### config.mk
export PLATFORM = sky130hd
export DESIGN_NAME = pow2_div_clock_monitor
export DESIGN_NICKNAME = d
export VERILOG_FILES = /design/src/rtl/pow2_clk_mon_pkg.sv /design/src/rtl/sync_ff_chain.sv /design/src/rtl/pow2_div_clock_monitor.sv
export SDC_FILE = /design/constraint.sdc
export NUM_CORES = 1
export LEC_CHECK = 0
export CORE_UTILIZATION = 54
export CTS_BUF_LIST = sky130_fd_sc_hd__clkbuf_4 sky130_fd_sc_hd__clkbuf_8 sky130_fd_sc_hd__clkbuf_16
export DETAILED_ROUTE_END_ITERATION = 8
export PLACE_DENSITY_LB_ADDON = 0.2
export SKIP_CTS_REPAIR_TIMING = 1
export SYNTH_ARGS = -nofsm -noshare
export SYNTH_HDL_FRONTEND = slang
export SYNTH_SLANG_ARGS = --single-unit
### constraint.sdc
create_clock -name clock -period 1.9 [get_ports clock]
set_input_delay 0.38 -clock clock [delete_from_list [all_inputs] [get_ports clock]]
set_output_delay 0.38 -clock clock [all_outputs]
set_load 0.005 [all_outputs]
### src/rtl/pow2_clk_mon_pkg.sv
// Shared state type and sizing helpers for the power-of-two divided-clock monitor.
package pow2_clk_mon_pkg;

  typedef enum logic [2:0] {
    ST_IDLE    = 3'd0,
    ST_ACQUIRE = 3'd1,
    ST_CHECK   = 3'd2,
    ST_LOCKED  = 3'd3,
    ST_ERROR   = 3'd4
  } mon_state_t;

  // Period counter must hold 2^MAX_LOG2 plus headroom to see an overrun.
  function automatic int cnt_width(input int max_log2);
    return max_log2 + 2;
  endfunction

  // Exponents past the 32-bit range collapse to 0; callers reject them separately.
  function automatic int unsigned pow2_ratio(input int unsigned n);
    return (n < 32) ? (32'd1 << n) : 32'd0;
  endfunction

endpackage

### src/rtl/sync_ff_chain.sv
// Plain flop chain that brings an asynchronous level into the local clock domain.
module sync_ff_chain #(
  parameter int WIDTH  = 1,
  parameter int STAGES = 2
) (
  input  logic             clock,
  input  logic             reset,
  input  logic [WIDTH-1:0] d,
  output logic [WIDTH-1:0] q
);

  logic [WIDTH-1:0] stage_reg [STAGES];

  always_ff @(posedge clock or posedge reset) begin
    if (reset) begin
      for (int i = 0; i < STAGES; i++) stage_reg[i] <= '0;
    end else begin
      stage_reg[0] <= d;
      for (int i = 1; i < STAGES; i++) stage_reg[i] <= stage_reg[i-1];
    end
  end

  assign q = stage_reg[STAGES-1];

endmodule

### src/rtl/pow2_div_clock_monitor.sv
// Samples a divided clock as data, emits edge strobes, measures its period and
// tracks lock/error against the programmed 2^N ratio.
module pow2_div_clock_monitor
  import pow2_clk_mon_pkg::*;
#(
  parameter int  MAX_LOG2     = 8,
  parameter int  SYNC_STAGES  = 2,
  parameter int  LOCK_PERIODS = 4,
  localparam int CNT_W        = cnt_width(MAX_LOG2),
  localparam int LOG_W        = $clog2(MAX_LOG2 + 1)
) (
  input  logic             clock,
  input  logic             reset,
  input  logic             io_div_clk,
  input  logic             io_enable,
  input  logic             io_clear,
  input  logic [LOG_W-1:0] io_expected_log2,
  output logic             io_rise_pulse,
  output logic             io_fall_pulse,
  output logic             io_locked,
  output logic             io_error,
  output logic [CNT_W-1:0] io_last_period
);

  localparam int                 MATCH_W    = $clog2(LOCK_PERIODS + 1);
  localparam logic [CNT_W-1:0]   CNT_MAX    = '1;
  localparam logic [LOG_W-1:0]   LOG2_MAX   = LOG_W'(MAX_LOG2);
  localparam logic [MATCH_W-1:0] MATCH_LAST = MATCH_W'(LOCK_PERIODS - 1);

  mon_state_t         state_reg, state_next;
  logic [MATCH_W-1:0] match_reg, match_next;
  logic [CNT_W-1:0]   cnt_reg;
  logic [CNT_W-1:0]   exp_period;
  logic               div_sync;
  logic               div_dly_reg;
  logic               rise;
  logic               fall;
  logic               log2_legal;
  logic               period_ok;

  sync_ff_chain #(
    .WIDTH  (1),
    .STAGES (SYNC_STAGES)
  ) u_sync (
    .clock (clock),
    .reset (reset),
    .d     (io_div_clk),
    .q     (div_sync)
  );

  assign rise       = div_sync & ~div_dly_reg;
  assign fall       = ~div_sync & div_dly_reg;
  assign log2_legal = (io_expected_log2 != '0) && (io_expected_log2 <= LOG2_MAX);
  assign exp_period = CNT_W'(pow2_ratio(32'(io_expected_log2)));
  // cnt_reg equals the full rise-to-rise distance on the cycle the next rise is seen.
  assign period_ok  = (cnt_reg == exp_period);

  always_ff @(posedge clock or posedge reset) begin
    if (reset) begin
      div_dly_reg   <= 1'b0;
      io_rise_pulse <= 1'b0;
      io_fall_pulse <= 1'b0;
    end else begin
      div_dly_reg   <= div_sync;
      io_rise_pulse <= rise & io_enable;
      io_fall_pulse <= fall & io_enable;
    end
  end

  always_ff @(posedge clock or posedge reset) begin
    if (reset) begin
      cnt_reg        <= '0;
      io_last_period <= '0;
    end else begin
      if (!io_enable) begin
        cnt_reg <= '0;
      end else if (rise) begin
        cnt_reg <= CNT_W'(1);
      end else if (cnt_reg != CNT_MAX) begin
        cnt_reg <= cnt_reg + CNT_W'(1);
      end
      // The ACQUIRE-phase rise closes a partial period, so it is never published.
      if (io_enable && rise && (state_reg == ST_CHECK || state_reg == ST_LOCKED)) begin
        io_last_period <= cnt_reg;
      end
    end
  end

  always_ff @(posedge clock or posedge reset) begin
    if (reset) begin
      state_reg <= ST_IDLE;
      match_reg <= '0;
    end else begin
      state_reg <= state_next;
      match_reg <= match_next;
    end
  end

  always_comb begin
    state_next = state_reg;
    match_next = match_reg;
    if (!io_enable) begin
      state_next = ST_IDLE;
      match_next = '0;
    end else if (!log2_legal) begin
      state_next = ST_ERROR;
      match_next = '0;
    end else begin
      case (state_reg)
        ST_IDLE: state_next = ST_ACQUIRE;
        ST_ACQUIRE: begin
          if (rise) begin
            state_next = ST_CHECK;
            match_next = '0;
          end
        end
        ST_CHECK: begin
          if (rise) begin
            if (!period_ok) begin
              match_next = '0;
            end else if (match_reg == MATCH_LAST) begin
              state_next = ST_LOCKED;
              match_next = '0;
            end else begin
              match_next = match_reg + MATCH_W'(1);
            end
          end
        end
        ST_LOCKED: begin
          // A wrong period or an overdue rise both mean the divider slipped.
          if ((rise && !period_ok) || (!rise && cnt_reg > exp_period)) begin
            state_next = ST_ERROR;
          end
        end
        ST_ERROR: begin
          if (io_clear) begin
            state_next = ST_ACQUIRE;
            match_next = '0;
          end
        end
        default: state_next = ST_IDLE;
      endcase
    end
  end

  assign io_locked = (state_reg == ST_LOCKED);
  assign io_error  = (state_reg == ST_ERROR);

endmodule
==> qor.csv <==
stage,metric,value,unit
final_layout,"Cell Count, Final, Fillers Out",267,
clock_tree,CTS sink cnt,31,
grt,total grt overflow,0,
final_layout,# fillers,202,
final_layout,"Inverters, non-clock",5,
place,Post-Place Worst Slack,-791,ps
power,sequential share of power,50.5,%
yosys,simple share,24.3,%
yosys,Syn Area/Cell,10.4,µm²
detailed_routing,Post-Route WL,4030,µm
detailed_routing,total vias in the final route,1505,
yosys,most area-hungry cell type in the Yosys netlist,dfrtp_1,
critical_path,worst-path cell with the longest stage delay,or3_4,
min_path,Hold Startpoint,u_sync.stage_reg[1],
outcome,run status,"finished, final reports clean",
clock_tree,Clock Pin Slew Worst Setup and Hold Paths,90,ps
critical_path,Setup crit end,state_reg[0],
final_layout,Area Growth Syn to Fin,37.2,%
place,GPL Wtd Cong,0.945,
sta,Setup WS post-layout,5.21,ps
sta,hold_ws,372,ps
==> images/flops_by_reg.png <==
Bar = 20 µm.
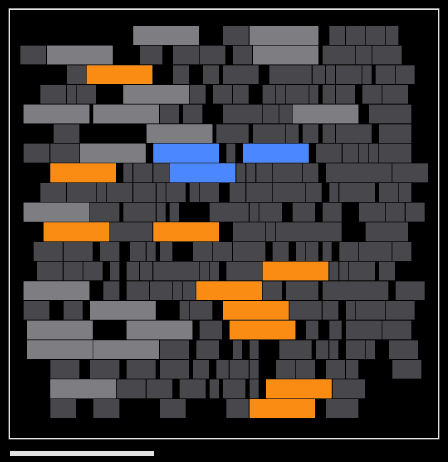
color	signal	flops
blue	match_reg	3
orange	cnt_reg	10
not colored	18
Seq. pwr: 0.000689 W
flop share of the area: 32.0%
Layout Utilization: 79.0%
Reg area: 777 µm²

==> images/logic_types.png <==
Bar = 20 µm.
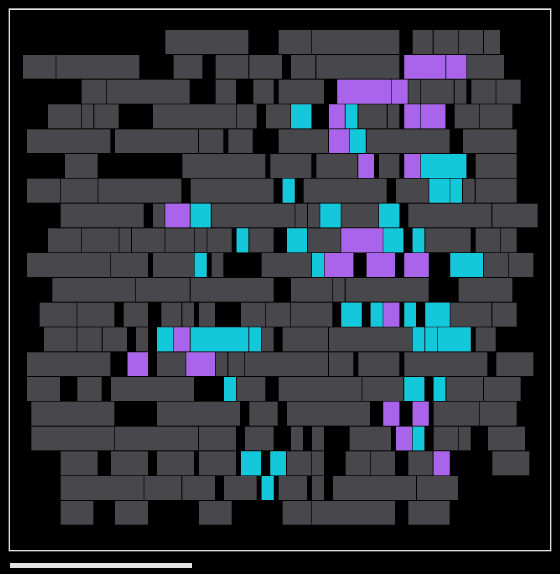
color	family	cells
purple	aoi and oai cells	23
cyan	nand cells	34

==> images/wires.png <==
Only two layers are drawn.
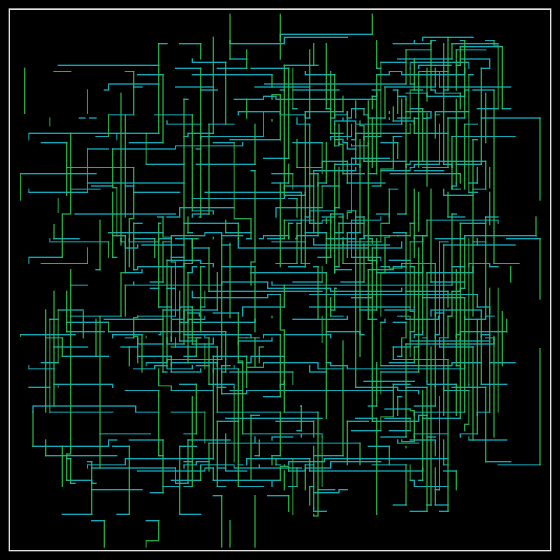
color	layer	wire length
cyan	metal 1	1790 µm
green	metal 2	1980 µm

==> images/clocks.png <==
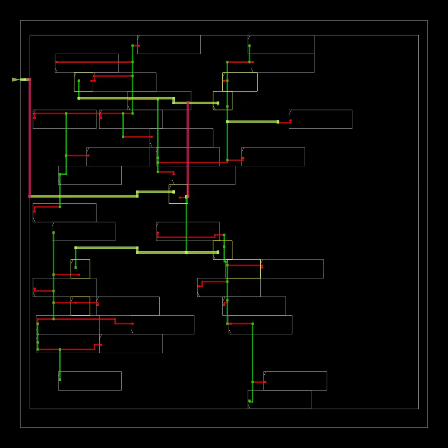
Clock buffer cells: 8
Clk Latency, worst-skew pair: 320 ps
clk pwr: 0.000447 W
CTS Buf Count: 5
worst clock skew: 4.63 ps

==> images/io_placement.png <==
Pins as bars across the die edge, other pins in gray.
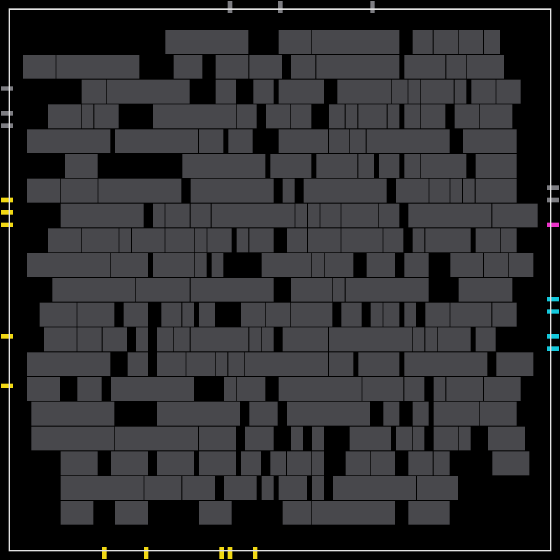
color	port	pins	direction	edge
yellow	io_last_period	10	output	5 west, 5 south
magenta	io_locked	1	output	east
cyan	io_expected_log2	4	input	east
Die Y: 59.3 µm
Port Buffer Count: 22
Die X: 59.3 µm

Power figures rest on the tool's default switching activity, not on a simulated workload.
